[config.mk]
export PLATFORM = sky130hd
export DESIGN_NAME = proc_run_ctrl
export DESIGN_NICKNAME = d
export VERILOG_FILES = /design/src/rtl/proc_run_ctrl_pkg.sv /design/src/rtl/proc_halt_log.sv /design/src/rtl/proc_run_ctrl.sv
export SDC_FILE = /design/constraint.sdc
export NUM_CORES = 1
export LEC_CHECK = 0
export CORE_MARGIN = 2
export CORE_UTILIZATION = 55
export CTS_BUF_LIST = sky130_fd_sc_hd__clkbuf_4 sky130_fd_sc_hd__clkbuf_8 sky130_fd_sc_hd__clkbuf_16
export CTS_CLUSTER_DIAMETER = 200
export DETAILED_ROUTE_END_ITERATION = 12
export HOLD_SLACK_MARGIN = 0.03
export PLACE_DENSITY = 0.91
export SYNTH_ARGS = -nofsm -noshare
export SYNTH_HDL_FRONTEND = slang
export SYNTH_SLANG_ARGS = --single-unit
[constraint.sdc]
create_clock -name clk_i -period 3.6 [get_ports clk_i]
set_input_delay 0.54 -clock clk_i [delete_from_list [all_inputs] [get_ports clk_i]]
set_output_delay 0.54 -clock clk_i [all_outputs]
set_load 0.02 [all_outputs]
[src/rtl/proc_run_ctrl_pkg.sv]
// Shared definitions for the processor run controller: FSM state encoding and
// a parameter range check used at elaboration.
package proc_run_ctrl_pkg;

  typedef enum logic [2:0] {
    ST_IDLE    = 3'd0,
    ST_HOLD    = 3'd1,
    ST_RUN     = 3'd2,
    ST_DONE    = 3'd3,
    ST_TIMEOUT = 3'd4
  } run_state_e;

  localparam int unsigned MAX_CORES = 16;

  // The watchdog limit must be nonzero and representable in the cycle counter.
  function automatic bit params_ok(input int unsigned num_cores,
                                   input int unsigned rst_cycles,
                                   input int unsigned cnt_w,
                                   input int unsigned timeout_cycles);
    return (num_cores >= 1) && (num_cores <= MAX_CORES) &&
           (rst_cycles >= 1) && (cnt_w >= 1) && (timeout_cycles != 0) &&
           ((cnt_w >= 64) || (64'(timeout_cycles) < (64'd1 << cnt_w)));
  endfunction

endpackage

[src/rtl/proc_halt_log.sv]
// Per-core first-halt capture: each slice records the RUN cycle number at which
// its core was first seen halted. Only present when PROC_RUN_HALT_LOG_EN is defined.
`ifdef PROC_RUN_HALT_LOG_EN
module proc_halt_log #(
  parameter int unsigned NUM_CORES = 1,
  parameter int unsigned CNT_W     = 32
) (
  input  logic                       clk_i,
  input  logic                       reset_i,
  input  logic                       clear_i,
  input  logic [NUM_CORES-1:0]       capture_i,
  input  logic [CNT_W-1:0]           count_i,
  output logic [NUM_CORES*CNT_W-1:0] halt_cycle_o
);

  logic [NUM_CORES*CNT_W-1:0] halt_cycle_q, halt_cycle_d;

  always_comb begin
    halt_cycle_d = halt_cycle_q;
    if (clear_i) begin
      halt_cycle_d = '1;
    end else begin
      for (int i = 0; i < int'(NUM_CORES); i++) begin
        if (capture_i[i]) halt_cycle_d[i*CNT_W +: CNT_W] = count_i;
      end
    end
  end

  always_ff @(posedge clk_i) begin
    if (reset_i) halt_cycle_q <= '1;
    else         halt_cycle_q <= halt_cycle_d;
  end

  assign halt_cycle_o = halt_cycle_q;

endmodule
`endif

[src/rtl/proc_run_ctrl.sv]
// Run controller: holds cores in reset, releases the enabled ones, counts RUN cycles
// and flags done/timeout. PROC_RUN_HALT_LOG_EN adds the per-core halt_cycle_o log.
module proc_run_ctrl
  import proc_run_ctrl_pkg::*;
#(
  parameter int unsigned NUM_CORES      = 1,
  parameter int unsigned RST_CYCLES     = 4,
  parameter int unsigned CNT_W          = 32,
  parameter int unsigned TIMEOUT_CYCLES = 1000
) (
  input  logic                       clk_i,
  input  logic                       reset_i,
  input  logic                       start_i,
  input  logic                       abort_i,
  input  logic [NUM_CORES-1:0]       core_en_i,
  input  logic [NUM_CORES-1:0]       core_halt_i,
  output logic [NUM_CORES-1:0]       core_rst_o,
  output logic                       run_o,
  output logic                       done_o,
  output logic                       timeout_o,
  output logic [CNT_W-1:0]           cycle_count_o,
`ifdef PROC_RUN_HALT_LOG_EN
  output logic [NUM_CORES*CNT_W-1:0] halt_cycle_o,
`endif
  output logic [NUM_CORES-1:0]       halted_mask_o
);

  if (!params_ok(NUM_CORES, RST_CYCLES, CNT_W, TIMEOUT_CYCLES)) begin : g_bad_params
    $error("proc_run_ctrl: parameter out of range");
  end

  localparam int unsigned      HOLD_W       = (RST_CYCLES > 1) ? $clog2(RST_CYCLES) : 1;
  localparam logic [HOLD_W-1:0] HOLD_INIT    = HOLD_W'(RST_CYCLES - 1);
  localparam logic [CNT_W-1:0]  TIMEOUT_LAST = CNT_W'(TIMEOUT_CYCLES - 1);

  run_state_e           state_q, state_d;
  logic [HOLD_W-1:0]    hold_cnt_q, hold_cnt_d;
  logic [NUM_CORES-1:0] en_q, en_d;
  logic [NUM_CORES-1:0] halted_mask_q, halted_mask_d;
  logic [NUM_CORES-1:0] core_rst_q, core_rst_d;
  logic [CNT_W-1:0]     cycle_count_q, cycle_count_d;
  logic                 run_q, run_d;
  logic                 done_q, done_d;
  logic                 timeout_q, timeout_d;
  logic                 all_halt;

  // Halts arriving this cycle count toward completion, so DONE is not a cycle late.
  assign all_halt = (((halted_mask_q | core_halt_i) & en_q) == en_q);

  always_comb begin
    state_d       = state_q;
    hold_cnt_d    = hold_cnt_q;
    en_d          = en_q;
    halted_mask_d = halted_mask_q;
    cycle_count_d = cycle_count_q;
    done_d        = done_q;
    timeout_d     = timeout_q;

    case (state_q)
      ST_IDLE, ST_DONE, ST_TIMEOUT: begin
        if (start_i) begin
          state_d       = ST_HOLD;
          en_d          = core_en_i;
          hold_cnt_d    = HOLD_INIT;
          halted_mask_d = '0;
          cycle_count_d = '0;
          done_d        = 1'b0;
          timeout_d     = 1'b0;
        end
      end
      ST_HOLD: begin
        if (abort_i)                 state_d = ST_IDLE;
        else if (hold_cnt_q == '0)   state_d = ST_RUN;
        else                         hold_cnt_d = hold_cnt_q - 1'b1;
      end
      ST_RUN: begin
        cycle_count_d = cycle_count_q + 1'b1;
        halted_mask_d = halted_mask_q | (core_halt_i & en_q);
        if (abort_i) begin
          state_d = ST_IDLE;
        end else if (all_halt) begin
          state_d = ST_DONE;
          done_d  = 1'b1;
        end else if (cycle_count_q == TIMEOUT_LAST) begin
          state_d   = ST_TIMEOUT;
          timeout_d = 1'b1;
        end
      end
      default: state_d = ST_IDLE;
    endcase

    // Outputs are registered from the next state so they line up with state_q.
    core_rst_d = (state_d == ST_RUN) ? ~en_d : '1;
    run_d      = (state_d == ST_RUN);
  end

  always_ff @(posedge clk_i) begin
    if (reset_i) begin
      state_q       <= ST_IDLE;
      hold_cnt_q    <= '0;
      en_q          <= '0;
      halted_mask_q <= '0;
      cycle_count_q <= '0;
      core_rst_q    <= '1;
      run_q         <= 1'b0;
      done_q        <= 1'b0;
      timeout_q     <= 1'b0;
    end else begin
      state_q       <= state_d;
      hold_cnt_q    <= hold_cnt_d;
      en_q          <= en_d;
      halted_mask_q <= halted_mask_d;
      cycle_count_q <= cycle_count_d;
      core_rst_q    <= core_rst_d;
      run_q         <= run_d;
      done_q        <= done_d;
      timeout_q     <= timeout_d;
    end
  end

  assign core_rst_o    = core_rst_q;
  assign run_o         = run_q;
  assign done_o        = done_q;
  assign timeout_o     = timeout_q;
  assign cycle_count_o = cycle_count_q;
  assign halted_mask_o = halted_mask_q;

`ifdef PROC_RUN_HALT_LOG_EN
  logic                 start_acc;
  logic [NUM_CORES-1:0] halt_new;
  logic [CNT_W-1:0]     run_cycle_num;

  // The log records the 1-based RUN cycle number, i.e. the count after this cycle.
  assign start_acc     = start_i && ((state_q == ST_IDLE) || (state_q == ST_DONE) ||
                                     (state_q == ST_TIMEOUT));
  assign halt_new      = core_halt_i & en_q & ~halted_mask_q & {NUM_CORES{state_q == ST_RUN}};
  assign run_cycle_num = cycle_count_q + 1'b1;

  proc_halt_log #(
    .NUM_CORES (NUM_CORES),
    .CNT_W     (CNT_W)
  ) u_halt_log (
    .clk_i        (clk_i),
    .reset_i      (reset_i),
    .clear_i      (start_acc),
    .capture_i    (halt_new),
    .count_i      (run_cycle_num),
    .halt_cycle_o (halt_cycle_o)
  );
`endif

endmodule
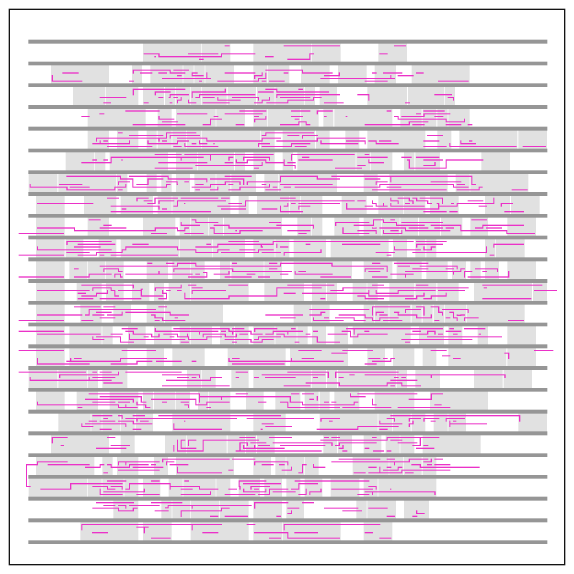
**Above:** run 1 (the metal 1 layer).
Scale: 8 px per um. Supply wires on this layer in grey.
wire length on this layer	2580 um
share of all routed wire	45%

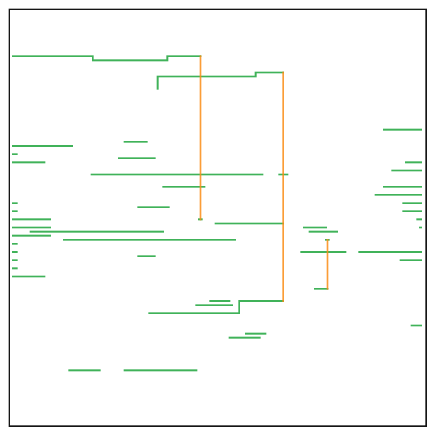
**Above:** run 1 (metal layers overlaid).
Scale: 6 px per um. Two of the layers only.
layer	colour	wire length
M3	green	343 um
M4	orange	73.4 um

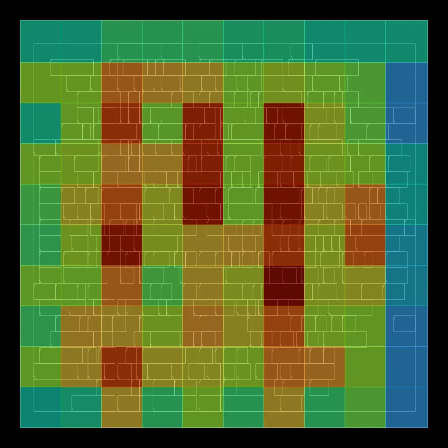
**Above:** run 1 (routing congestion map).
Util after Layout: 70.0%
wire per inst: 15.7 um
met3 Resource Use GR: 5.23%
met1 GRT Util: 31.7%

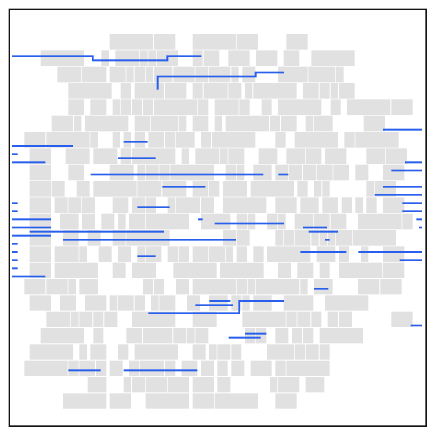
**Above:** run 1 (signal wires on met3).
Scale: 6 px per um.
share of all routed wire	6.0%
wire length on this layer	343 um
longest straight run	28.5 um

==> flow_summary.ini, run 1 <==
; yosys + openroad results
[synthesis]
synth.distinct_cells = 47
synth-xor-area-share_pct = 0
ys_seq_share_pct = 36.8
syn_area_um2 = 2340
yosysWarnings = 0
top_logic_kind = simple AND/OR/NAND/NOR gates
syn_nets = 292
synthFlopType = dfxtp_1
synth-edff-count = 0
top_cell = dfxtp_1
mux_share_pct = 8.18
ys_ff = 43

[finish]
comb_share_pct = 47.6
syn2layout_area_growth_pct = 21.3
diodes = 0
dominant-cell-class = multi-input combinational cells
regArea_um2 = 861
buffer_area_share_pct = 15.2
lay_top_count = dfxtp_1
seq-cell-share_pct = 30.3
lay_top_cells = dfxtp_1, clkdlybuf4s50_1, nor2_1, nor3_1, a21oi_1

[setup_path]
crit_path_start_kind = flop
critical_path.cell_chain = or3b_1 -> or4_1 -> nor4_2 -> mux2_1
reg2reg_setup_slack_ns = 0.87
path_delay_family = simple AND/OR/NAND/NOR gates
crit_buf_inv = 0
r2r-start = state_q[1]$_SDFF_PP0_
critPathCapture = cycle_count_o[26]$_SDFFE_PP0P_
r2r_end = cycle_count_o[26]$_SDFFE_PP0P_
crit_arrival_ns = 2.93

[power]
p_comb_share_pct = 8.0
leakage_uw = 0.000922
powerSeq_uw = 486
p_int_uw = 657
p_clk_uw = 324
p_sw_share_pct = 25.4
peakVddDrop_uv = 180

[timing]
tns_ns = 0
relSlewSlack_pct = 32.1
period_needed_ns = 2.73
tightest_slew_ns = 1.02
fmax_ghz = 0.366
hold-worst-slack_ns = 0.481

[detailed_routing]
drc = 0
vias = 2282
top_layer_used = met4
drtPass1Iterations = 5
totalWireLength_mm = 5.76

[grt]
grt_max_degree = 60
grt_use_total_pct = 23.6
grt_pass1_vias = 1999
antenna_found_initial = 0

[placement]
dp_hpwl_mm = 3.85

[outcome]
status = finished, final reports clean

[floorplan]
rows = 23
die_h_um = 69.2
ios = 43

[clock_tree]
cts_root_buf = clkbuf_8
cts_resized = 0
post_cts_buffers = 0
hold_buffers = 0
cts_buffers = 5
clk_latency_ns = 0.31
cts.sinks = 43

[run]
max_cap_viol_count = 0

[worst_hold_path]
min_to = hold_cnt_q[0]$_SDFFE_PP0P_
-- run 1: per-stage QoR --
step	power [uW]	std cells	setup slack [ns]	instance area [um2]
after global routing	911	367	0.737	2840
after CTS	879	367	0.901	2840
final	881	367	0.869	2840
after global placement	564	359	0.950	2750
after detailed placement	567	359	0.864	2750
after floorplan	547	284	1.33	2340
-- run 1: sequential cells by signal (all words and copies together) (netlist names) --
| name | count |
|---|---|
| run_o | 1 |
| en_q | 1 |
| done_o | 1 |
| core_rst_o | 1 |
| timeout_o | 1 |
| hold_cnt_q | 2 |
| halted_mask_o | 1 |
| cycle_count_o | 32 |
| state_q | 3 |
-- run 1: layer usage --
layer  track usage [%]  vias up
met5                 0        -
met4              7.19        0
met2              37.9       71
li1                  -     1115
met1              31.7     1089
met3              5.23        7
**Run 1: where the registers sit**

Scale: 6 px per um. Other sequential cells in the stronger grey, the rest of the logic in the fainter grey.
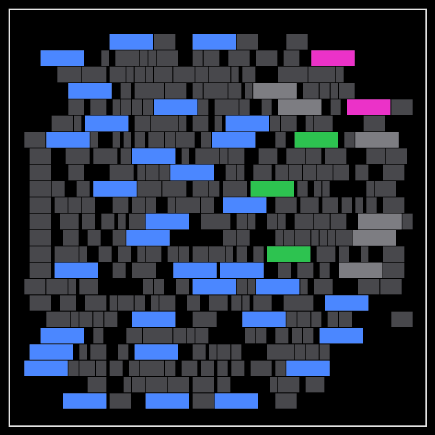

## Run 2: what changed since run 1
- CORE_UTILIZATION: 55 -> 47
- PLACE_DENSITY: 0.91 -> 0.84
- clock period: 3.6 -> 2.3 ns (I/O delays scaled with it)
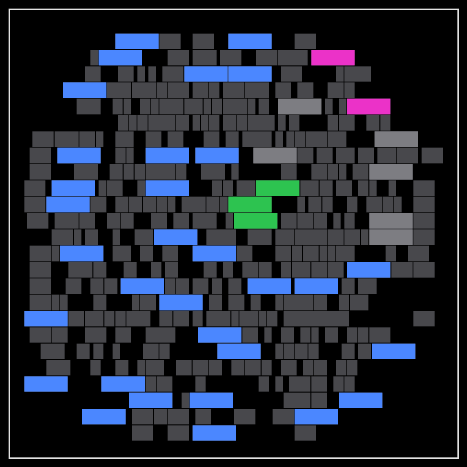
**Above:** run 2 (where the registers sit).
Scale: 6 px per um. Other sequential cells in the stronger grey, the rest of the logic in the fainter grey.
signal	colour	placed flops
state_q	green	3
cycle_count_o	blue	32
hold_cnt_q	magenta	2

==> run 2 against run 1 <==
Net effect:
- clock skew grew 0.0046 ns
- power grew 67%
- first-iteration DRC count shrank 31%
- critical endpoint is now cycle_count_o[13]$_SDFFE_PP0P_
- non-clock buffer count grew 19
- combinational power grew about 80%
- cell count grew 9.5%
- maximum frequency grew 21%
- global-route usage shrank 0.76 points
==> flow_summary.ini, run 2 <==
; yosys + openroad results
[setup_path]
critPathCapture = cycle_count_o[13]$_SDFFE_PP0P_
crit_arrival_ns = 2.51
crit_buf_inv = 1
path_delay_family = simple AND/OR/NAND/NOR gates
r2r_end = cycle_count_o[13]$_SDFFE_PP0P_

[synthesis]
ys_seq_share_pct = 36.8
yosysWarnings = 0
synthFlopType = dfxtp_1
top_cell = dfxtp_1
synth-edff-count = 0

[clock_tree]
post_cts_buffers = 0
cts_buffers = 5
cts_resized = 0
hold_buffers = 0
cts.sinks = 43

[timing]
relSlewSlack_pct = 44.9
tightest_slew_ns = 0.826
hold-worst-slack_ns = 0.479
setup_ws_ns = 0.0351
period_needed_ns = 2.26

[finish]
regArea_um2 = 861
syn2layout_area_growth_pct = 30.0
buffer_area_share_pct = 18.9
lay_top_cells = dfxtp_1, clkdlybuf4s50_1, nor2_1, nor3_1, buf_4
dominant-cell-class = multi-input combinational cells
diodes = 0
largest_register_ffs = 32
post-route-util_pct = 64.0
finalNonFillerCells = 402
final_area_um2 = 3040
lay_top_count = dfxtp_1
comb_share_pct = 45.0

[detailed_routing]
wl_per_cell_um = 15.1
drc = 0
drtPass1Iterations = 4

[floorplan]
die_h_um = 74.6
ios = 43

[power]
p_comb_share_pct = 8.6
leakage_uw = 0.00102
powerSeq_uw = 757

[placement]
dp_cells = 395
dp_slack_ns = -0.288
dp_hpwl_mm = 4.18

[grt]
antenna_found_initial = 0
grt_max_degree = 47

[outcome]
status = finished, final reports clean
## run 2: cell counts after synthesis
Identical to the previous run, type by type.
## run 2: cells by family (layout without fill, tap and decap cells)
kind of cell | count (synthesis) | after routing | share of synthesized area, %
AND/OR/NAND/NOR | 148 | 148 | 36.6
AND-OR/OR-AND | 43 | 43 | 11.9
flip-flops | 43 | 43 | 36.8
buffers and inverters | 31 | 82 | 5.50
multiplexers | 17 | 17 | 8.18
adder cells (fa/ha/maj) | 2 | 2 | 1.07
## run 2: layer usage
layer  vias up  share of wire, %  track usage (%)
met2        75                48             38.7
met4         0               1.5             8.93
li1       1152                 -                -
met5         -                 0                0
met1      1107                44             27.9
met3         8               5.8             5.42
## Run 3: what changed since run 2
- CELL_PAD_IN_SITES_DETAIL_PLACEMENT: unset -> 1
- CELL_PAD_IN_SITES_GLOBAL_PLACEMENT: unset -> 2
- CORE_UTILIZATION: 47 -> 27
- PLACE_DENSITY: 0.84 -> 0.82
- SKIP_CTS_REPAIR_TIMING: unset -> 1
==> run 3 against run 2 <==
Net effect:
- clock-buffer cell count increased by 2
- via count is 2.6% higher
- highest routed layer unchanged
- clock skew down 0.0027 ns
- largest cell class unchanged
==> flow_summary.ini, run 3 <==
; yosys + openroad results
[timing]
setup_ws_ns = 0.0811
period_needed_ns = 2.22
relSlewSlack_pct = 49.6
tightest_slew_ns = 0.756
fmax_ghz = 0.451
hold-worst-slack_ns = 0.480

[finish]
lay_top_count = dfxtp_1
syn2layout_area_growth_pct = 33.9
comb_share_pct = 43.7
regArea_um2 = 861

[grt]
grt_use_met2_pct = 26.2
grt_max_degree = 41
antenna_found_initial = 0
grt_pass1_vias = 2436
grt_use_total_pct = 15.9

[detailed_routing]
dr_wl_met2_mm = 3.40
top_layer_used = met4
drtPass1Iterations = 4
vias = 2403
wl_met3_um = 243
wl_met1_mm = 3.49
wl_per_cell_um = 16.2

[placement]
dp_hpwl_mm = 5.15

[setup_path]
critical_path.cell_chain = or3b_4 -> buf_4 -> or4_4 -> or4_4 -> a21oi_2
crit_buf_inv = 1
r2r-start = state_q[1]$_SDFF_PP0_
crit_arrival_ns = 2.45
crit_path_start_kind = flop
path_delay_family = simple AND/OR/NAND/NOR gates

[synthesis]
mux_share_pct = 8.18
top_cell = dfxtp_1
syn_area_um2 = 2340
synthFlopType = dfxtp_1
compound_area_share_pct = 11.9
ys_seq_share_pct = 36.8
simple_gate_share_pct = 36.6
synth-edff-count = 0
top_logic_kind = simple AND/OR/NAND/NOR gates
synth.distinct_cells = 47
adder_share_pct = 1.07

[power]
p_int_uw = 1090
p_clk_uw = 559
p_sw_share_pct = 24.9
p_comb_share_pct = 9.5

[run]
max_cap_viol_count = 0

[clock_tree]
cts.sinks = 43

[floorplan]
die_h_um = 97.1
rows = 33

[outcome]
status = finished, final reports clean
[run 3: final timing paths]
path	to	slack, ns
max	cycle_count_o[13]$_SDFFE_PP0P_	0.08
min	hold_cnt_q[0]$_SDFFE_PP0P_	0.48
max reg2reg	cycle_count_o[13]$_SDFFE_PP0P_	0.08
min reg2reg	hold_cnt_q[0]$_SDFFE_PP0P_	0.48
[run 3: through the flow]
step | total power [uW] | setup TNS (ns) | instances | cell area (um2) | utilization (%)
after floorplan | 856 | 0 | 284 | 2340 | -
after global placement | 909 | -0.270 | 440 | 3010 | 36.3
after detailed placement | 915 | -0.389 | 440 | 3010 | 36.3
after CTS | 1480 | 0 | 448 | 3120 | 37.6
after global routing | 1520 | 0 | 448 | 3140 | 37.8
final | 1450 | 0 | 448 | 3140 | 37.8
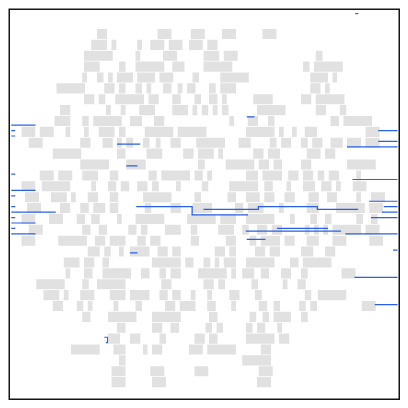
**Above:** run 3 (signal wires on met3).
Scale: 4 px per um.
share of all routed wire	3.4%
wire length on this layer	244 um
nets with wire on the layer	30
main direction	horizontal
longest straight run	23.5 um

No activity file was given, so power comes from the tool's default toggle rates.
